==> images/closeup.png <==
The bar under the picture is 5 um long. Window x 32 to 52, y 32 to 52 um. Cells in gray, sequential cells in the stronger gray; small squares are vias.
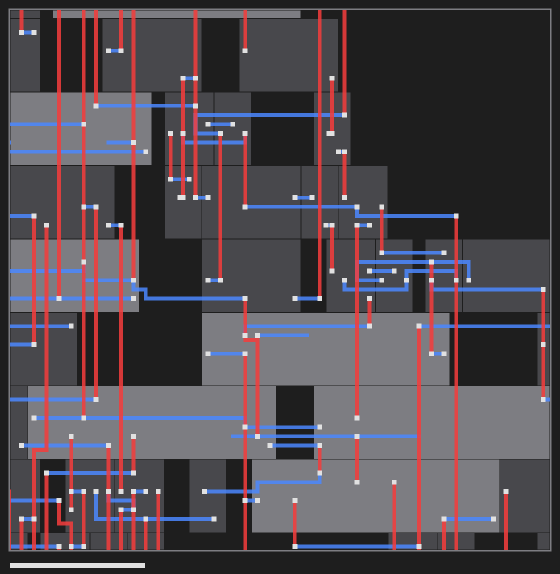
==> images/congestion_map.png <==
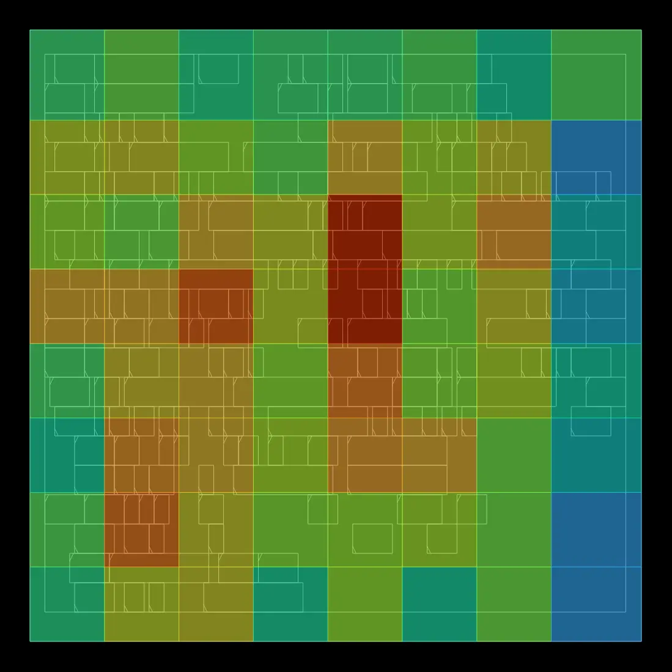
==> images/m1.png <==
The bar under the picture is 20 um long.
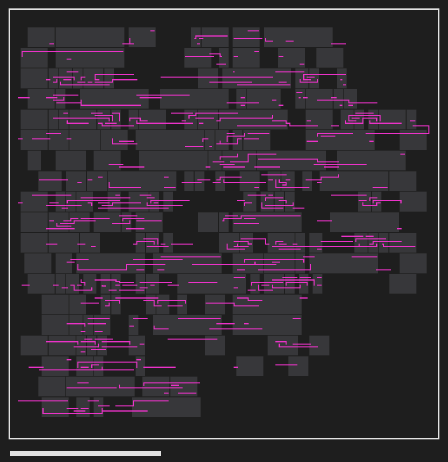
==> images/route_heat.png <==
11 x 11 tiles, from white (low) to dark blue (high), scaled to the fullest tile. Values are wire area over tile area, all layers added.
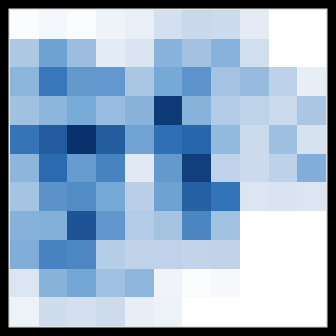
### src/rtl/alu_share_arbiter_if.sv
`default_nettype none
// +-----------------------------------------------------------------------------+
// | Module      : alu_share_arbiter_if                                          |
// | Description : Request, arithmetic-unit and response bundle for the arbiter. |
// | Revision    : 1.0                                                           |
// +-----------------------------------------------------------------------------+
interface alu_share_arbiter_if;
    logic       req0_valid;
    logic       req0_ready;
    logic [2:0] req0_a;
    logic [2:0] req0_b;
    logic [1:0] req0_op;

    logic       req1_valid;
    logic       req1_ready;
    logic [2:0] req1_a;
    logic [2:0] req1_b;
    logic [1:0] req1_op;

    logic [2:0] alu_a;
    logic [2:0] alu_b;
    logic [1:0] alu_sel;
    logic [5:0] alu_result;

    logic       rsp_valid;
    logic       rsp_ready;
    logic [5:0] rsp_data;
    logic       rsp_id;
    logic       rsp_err;

    // The arbiter side.
    modport slave (
        input  req0_valid, req0_a, req0_b, req0_op,
        output req0_ready,
        input  req1_valid, req1_a, req1_b, req1_op,
        output req1_ready,
        output alu_a, alu_b, alu_sel,
        input  alu_result,
        output rsp_valid, rsp_data, rsp_id, rsp_err,
        input  rsp_ready
    );

    // The requesters, arithmetic unit and response consumer side.
    modport master (
        output req0_valid, req0_a, req0_b, req0_op,
        input  req0_ready,
        output req1_valid, req1_a, req1_b, req1_op,
        input  req1_ready,
        input  alu_a, alu_b, alu_sel,
        output alu_result,
        input  rsp_valid, rsp_data, rsp_id, rsp_err,
        output rsp_ready
    );
endinterface
`default_nettype wire

### src/rtl/alu_share_arbiter.sv
`default_nettype none
// +-----------------------------------------------------------------------------+
// | Module      : alu_share_arbiter                                             |
// | Description : Round-robin sharing of one arithmetic unit by two requesters. |
// | Revision    : 1.0                                                           |
// +-----------------------------------------------------------------------------+
module alu_share_arbiter #(
    parameter int ALU_WAIT   = 1,
    parameter int PRIO_RESET = 0
) (
    input  logic               clk,
    input  logic               rst,
    alu_share_arbiter_if.slave bus
);
    localparam logic [1:0] c_ST_IDLE    = 2'd0;
    localparam logic [1:0] c_ST_WAIT    = 2'd1;
    localparam logic [1:0] c_ST_RESP    = 2'd2;
    localparam logic [2:0] c_WAIT_LAST  = 3'(ALU_WAIT);
    localparam logic       c_PRIO_RESET = 1'(PRIO_RESET);

    logic [1:0] r_state;
    logic       r_rr_ptr;
    logic [2:0] r_cnt;
    logic [2:0] r_alu_a;
    logic [2:0] r_alu_b;
    logic [1:0] r_alu_sel;
    logic       r_pend_id;
    logic       r_pend_err;
    logic       r_rsp_valid;
    logic [5:0] r_rsp_data;
    logic       r_rsp_id;
    logic       r_rsp_err;

    logic       w_idle;
    logic       w_grant_valid;
    logic       w_grant_id;
    logic       w_accept;
    logic [2:0] w_a;
    logic [2:0] w_b;
    logic [1:0] w_op;
    logic       w_div_zero;

    // Contention is settled by the round-robin pointer; a lone request always wins.
    always_comb begin
        w_grant_id = 1'b0;
        if (bus.req0_valid && bus.req1_valid) begin
            w_grant_id = r_rr_ptr;
        end else if (bus.req1_valid) begin
            w_grant_id = 1'b1;
        end
    end

    assign w_idle        = (r_state == c_ST_IDLE);
    assign w_grant_valid = bus.req0_valid | bus.req1_valid;
    assign w_accept      = w_idle & w_grant_valid;
    assign w_a           = w_grant_id ? bus.req1_a  : bus.req0_a;
    assign w_b           = w_grant_id ? bus.req1_b  : bus.req0_b;
    assign w_op          = w_grant_id ? bus.req1_op : bus.req0_op;
    assign w_div_zero    = (w_op == 2'b11) && (w_b == 3'd0);

    assign bus.req0_ready = w_accept & ~w_grant_id;
    assign bus.req1_ready = w_accept &  w_grant_id;

    assign bus.alu_a     = r_alu_a;
    assign bus.alu_b     = r_alu_b;
    assign bus.alu_sel   = r_alu_sel;
    assign bus.rsp_valid = r_rsp_valid;
    assign bus.rsp_data  = r_rsp_data;
    assign bus.rsp_id    = r_rsp_id;
    assign bus.rsp_err   = r_rsp_err;

    // Id and error flag stay pending until capture so the visible response fields
    // only ever change together with a new rsp_valid.
    always_ff @(posedge clk or posedge rst) begin
        if (rst) begin
            r_state     <= c_ST_IDLE;
            r_rr_ptr    <= c_PRIO_RESET;
            r_cnt       <= 3'd0;
            r_alu_a     <= 3'd0;
            r_alu_b     <= 3'd0;
            r_alu_sel   <= 2'd0;
            r_pend_id   <= 1'b0;
            r_pend_err  <= 1'b0;
            r_rsp_valid <= 1'b0;
            r_rsp_data  <= 6'd0;
            r_rsp_id    <= 1'b0;
            r_rsp_err   <= 1'b0;
        end else begin
            case (r_state)
                c_ST_IDLE: begin
                    if (w_accept) begin
                        r_alu_a    <= w_a;
                        r_alu_b    <= w_b;
                        r_alu_sel  <= w_op;
                        r_pend_id  <= w_grant_id;
                        r_pend_err <= w_div_zero;
                        r_rr_ptr   <= ~w_grant_id;
                        r_cnt      <= 3'd1;
                        r_state    <= c_ST_WAIT;
                    end
                end
                c_ST_WAIT: begin
                    if (r_cnt == c_WAIT_LAST) begin
                        r_rsp_data  <= bus.alu_result;
                        r_rsp_id    <= r_pend_id;
                        r_rsp_err   <= r_pend_err;
                        r_rsp_valid <= 1'b1;
                        r_state     <= c_ST_RESP;
                    end else begin
                        r_cnt <= r_cnt + 3'd1;
                    end
                end
                c_ST_RESP: begin
                    if (bus.rsp_ready) begin
                        r_rsp_valid <= 1'b0;
                        r_state     <= c_ST_IDLE;
                    end
                end
                default: begin
                    r_rsp_valid <= 1'b0;
                    r_state     <= c_ST_IDLE;
                end
            endcase
        end
    end
endmodule
`default_nettype wire

### src/flat_wrapper.sv
// flat-port wrapper written by rule: the top's interface ports become plain ports
module alu_share_arbiter_flat 
#(
    parameter int ALU_WAIT   = 1,
    parameter int PRIO_RESET = 0
)
  (clk, rst, bus_req0_valid, bus_req0_a, bus_req0_b, bus_req0_op, bus_req0_ready, bus_req1_valid, bus_req1_a, bus_req1_b, bus_req1_op, bus_req1_ready, bus_alu_a, bus_alu_b, bus_alu_sel, bus_alu_result, bus_rsp_valid, bus_rsp_data, bus_rsp_id, bus_rsp_err, bus_rsp_ready);
  alu_share_arbiter_if bus_i ();
  input  logic clk;
  input  logic rst;
  input wire logic [$bits(bus_i.req0_valid)-1:0] bus_req0_valid;
  input wire logic [$bits(bus_i.req0_a)-1:0] bus_req0_a;
  input wire logic [$bits(bus_i.req0_b)-1:0] bus_req0_b;
  input wire logic [$bits(bus_i.req0_op)-1:0] bus_req0_op;
  output wire logic [$bits(bus_i.req0_ready)-1:0] bus_req0_ready;
  input wire logic [$bits(bus_i.req1_valid)-1:0] bus_req1_valid;
  input wire logic [$bits(bus_i.req1_a)-1:0] bus_req1_a;
  input wire logic [$bits(bus_i.req1_b)-1:0] bus_req1_b;
  input wire logic [$bits(bus_i.req1_op)-1:0] bus_req1_op;
  output wire logic [$bits(bus_i.req1_ready)-1:0] bus_req1_ready;
  output wire logic [$bits(bus_i.alu_a)-1:0] bus_alu_a;
  output wire logic [$bits(bus_i.alu_b)-1:0] bus_alu_b;
  output wire logic [$bits(bus_i.alu_sel)-1:0] bus_alu_sel;
  input wire logic [$bits(bus_i.alu_result)-1:0] bus_alu_result;
  output wire logic [$bits(bus_i.rsp_valid)-1:0] bus_rsp_valid;
  output wire logic [$bits(bus_i.rsp_data)-1:0] bus_rsp_data;
  output wire logic [$bits(bus_i.rsp_id)-1:0] bus_rsp_id;
  output wire logic [$bits(bus_i.rsp_err)-1:0] bus_rsp_err;
  input wire logic [$bits(bus_i.rsp_ready)-1:0] bus_rsp_ready;
  assign bus_i.req0_valid = bus_req0_valid;
  assign bus_i.req0_a = bus_req0_a;
  assign bus_i.req0_b = bus_req0_b;
  assign bus_i.req0_op = bus_req0_op;
  assign bus_req0_ready = bus_i.req0_ready;
  assign bus_i.req1_valid = bus_req1_valid;
  assign bus_i.req1_a = bus_req1_a;
  assign bus_i.req1_b = bus_req1_b;
  assign bus_i.req1_op = bus_req1_op;
  assign bus_req1_ready = bus_i.req1_ready;
  assign bus_alu_a = bus_i.alu_a;
  assign bus_alu_b = bus_i.alu_b;
  assign bus_alu_sel = bus_i.alu_sel;
  assign bus_i.alu_result = bus_alu_result;
  assign bus_rsp_valid = bus_i.rsp_valid;
  assign bus_rsp_data = bus_i.rsp_data;
  assign bus_rsp_id = bus_i.rsp_id;
  assign bus_rsp_err = bus_i.rsp_err;
  assign bus_i.rsp_ready = bus_rsp_ready;
  alu_share_arbiter #(.ALU_WAIT(ALU_WAIT), .PRIO_RESET(PRIO_RESET)) u_core (.clk(clk), .rst(rst), .bus(bus_i));
endmodule
### config.mk
export PLATFORM = sky130hd
export DESIGN_NAME = alu_share_arbiter_flat
export DESIGN_NICKNAME = d
export VERILOG_FILES = /design/src/rtl/alu_share_arbiter_if.sv /design/src/rtl/alu_share_arbiter.sv /design/src/flat_wrapper.sv
export SDC_FILE = /design/constraint.sdc
export NUM_CORES = 1
export LEC_CHECK = 0
export ABC_AREA = 1
export ABC_CLOCK_PERIOD_IN_PS = 1500
export CAP_MARGIN = 20
export CORE_UTILIZATION = 39
export CTS_CLUSTER_DIAMETER = 80
export DETAILED_ROUTE_END_ITERATION = 7
export PLACE_DENSITY = 0.8
export SYNTH_ARGS = -nofsm -noshare
export SYNTH_HDL_FRONTEND = slang
export SYNTH_SLANG_ARGS = --single-unit
export TNS_END_PERCENT = 50
### constraint.sdc
create_clock -name clk -period 1.5 [get_ports clk]
set_input_delay 0.15 -clock clk [delete_from_list [all_inputs] [get_ports clk]]
set_output_delay 0.15 -clock clk [all_outputs]
set_load 0.005 [all_outputs]
==> run notes <==
Physical design

The flow ran to the end, and the final reports show no timing, DRC or antenna violations. The number of clock sinks stands at 25. The highest achievable clock rate stands at around 730 MHz. The first-pass GRT wire length stands at 4500 um. The transition time of the tightest slew-check pin stands at 309 ps.

Global routing used 18.0% of the available tracks. The worst setup path is captured at an output pin. Per the CTS log, the maximum H-tree level is 1. The timing report notes that buffer and inverter cells on the critical path total 1.

In this run the most used layer during global routing was met2. The number of top-level pins stands at about 46. In this run the worst setup path begins at u_core.bus.alu_b[0]$_DFFE_PP0P_. The count of mapped cells out of synthesis stands at roughly 130. The timing report gives the clock slew at the launch and capture registers of the worst setup and hold paths as 140 ps.

The vertical die dimension reported for this design is 56.7 um. The global route total overflow stands at 0. The overall chip area stands at 3210 um^2. The final timing report lists a hold violation count of 0.

The net total in the final layout stands at 217. The maximum fanout along the worst path stands at 2. TritonCTS built the clock tree.

The setup TNS stands at 0 ps. The worst setup path is launched from a register. Once iteration 0 of detailed routing completed, the report listed 43 DRC markers. The remaining number of nets flagged by the antenna check after routing stands at 0. The logic depth of the worst setup path including buffers stands at 1.

In the synthesized netlist the async set-or-reset flop fraction comes to 100%. The final antenna diode tally reported by the flow is 0. By instance count, the leading cell after synthesis is sky130_fd_sc_hd__nand2_1.

The number of enable-type register cells in the synthesized netlist stands at 0. The tally of unique sky130hd cells used after synthesis stands at 20. For the worst reg-to-reg path, the endpoint reported by OpenROAD is u_core.bus.rsp_data[2]$_DFFE_PP0P_.
-- closeup.png (at the start) --
color	layer
red	M2
blue	M1
cells with their middle in the window	26
netlist names of flops here include	u_core.bus.rsp_data (4)
sequential cells in the window	6
most frequent	clkdlybuf4s50_1 (7), dfrtp_1 (6), inv_1 (4)

-- congestion_map.png (at the start) --
Global Route met3 Usage: 4.61%
wire length per cell: 11.6 um

-- m1.png (at the start) --
nets with wire on the layer	182
wire length on this layer	919 um
share of all routed wire	36%

-- route_heat.png (at the start) --
mean over tiles	0.13
tiles over half the peak	26%
nearly empty tiles	16%

registers in the layout, summed over array words and instances, names as in the netlist:
register / flops
u_core.bus.rsp_data: 6
u_core.bus.alu_a: 3
u_core.bus.alu_b: 3
u_core.r_cnt: 3
u_core.bus.alu_sel: 2
u_core.r_state: 2
u_core.bus.rsp_err: 1
u_core.bus.rsp_id: 1
u_core.bus.rsp_valid: 1
u_core.r_pend_err: 1
u_core.r_pend_id: 1
u_core.r_rr_ptr: 1
cell usage in the layout (no fill, tap or decap), types with 5 or more instances in the layout:
cell type and n:
sky130_fd_sc_hd__inv_1 13, sky130_fd_sc_hd__nor2_1 6, sky130_fd_sc_hd__nand3_1 10, sky130_fd_sc_hd__buf_4 9, sky130_fd_sc_hd__clkdlybuf4s50_1 43, sky130_fd_sc_hd__dfrtp_1 25, sky130_fd_sc_hd__nand2_1 35, sky130_fd_sc_hd__inv_2 5
sky130_fd_sc_hd__o21ai_0 13
cells by family after synthesis:
| family | count (synthesis) | share of synthesized area, % |
|---|---|---|
| compound gates | 20 | 9.56 |
| fa+ha+maj | 2 | 2.15 |
| buf+inv | 20 | 7.73 |
| flops | 25 | 53.7 |
| simple gates | 64 | 26.9 |
per-stage QoR:
step,hold slack (ps),std cells,utilization [%]
detailed placement,476,213,60.8
floorplan,177,131,-
global route,172,218,62.4
global placement,468,213,60.8
CTS,167,218,62.5
finish,158,218,62.4
cell type report:
cell class,count,area [um^2],share of cell area (%)
Clock buffer,3,22.5,1.30
Clock inverter,1,7.51,0.433
Inverter,18,67.6,3.89
Multi-Input combinational cell,86,462,26.6
Sequential cell,25,626,36.0
Tap cell,31,38.8,2.24
Timing Repair Buffer,54,512,29.5
how the worst min path moves through the flow:
stage	endpoint	cells past startpoint	slack, ps
CTS	u_core.bus.rsp_id$_DFFE_PP0P_	3	170
global placement	u_core.bus.rsp_data[2]$_DFFE_PP0P_	2	470
global route	u_core.bus.rsp_err$_DFFE_PP0P_	3	170
detailed placement	u_core.bus.rsp_data[5]$_DFFE_PP0P_	2	480
finish	u_core.bus.alu_a[2]$_DFFE_PP0P_	3	160
floorplan	u_core.bus.alu_a[0]$_DFFE_PP0P_	1	180
metal layers:
layer  wire, um  up-vias
li1           -      527
met1        919      501
met2       1380       46
met3        203        5
met4         38        0
met5          0        -
power breakdown:
part	internal, mW	leakage (nW)	switching (mW)	total [mW]
logic	0.826	0.518	0.739	1.56
registers	0.982	0.307	0.167	1.15
clock network	0.102	0.0139	0.203	0.305
total	1.91	0.839	1.11	3.02
what timing repair did:
item	in CTS	in global routing
endpoints found under the setup margin	2	1
gates cloned	0	0
pin swaps	1	2
resized	7	2
setup buffers	1	0
Power and IR drop assume default switching activity.
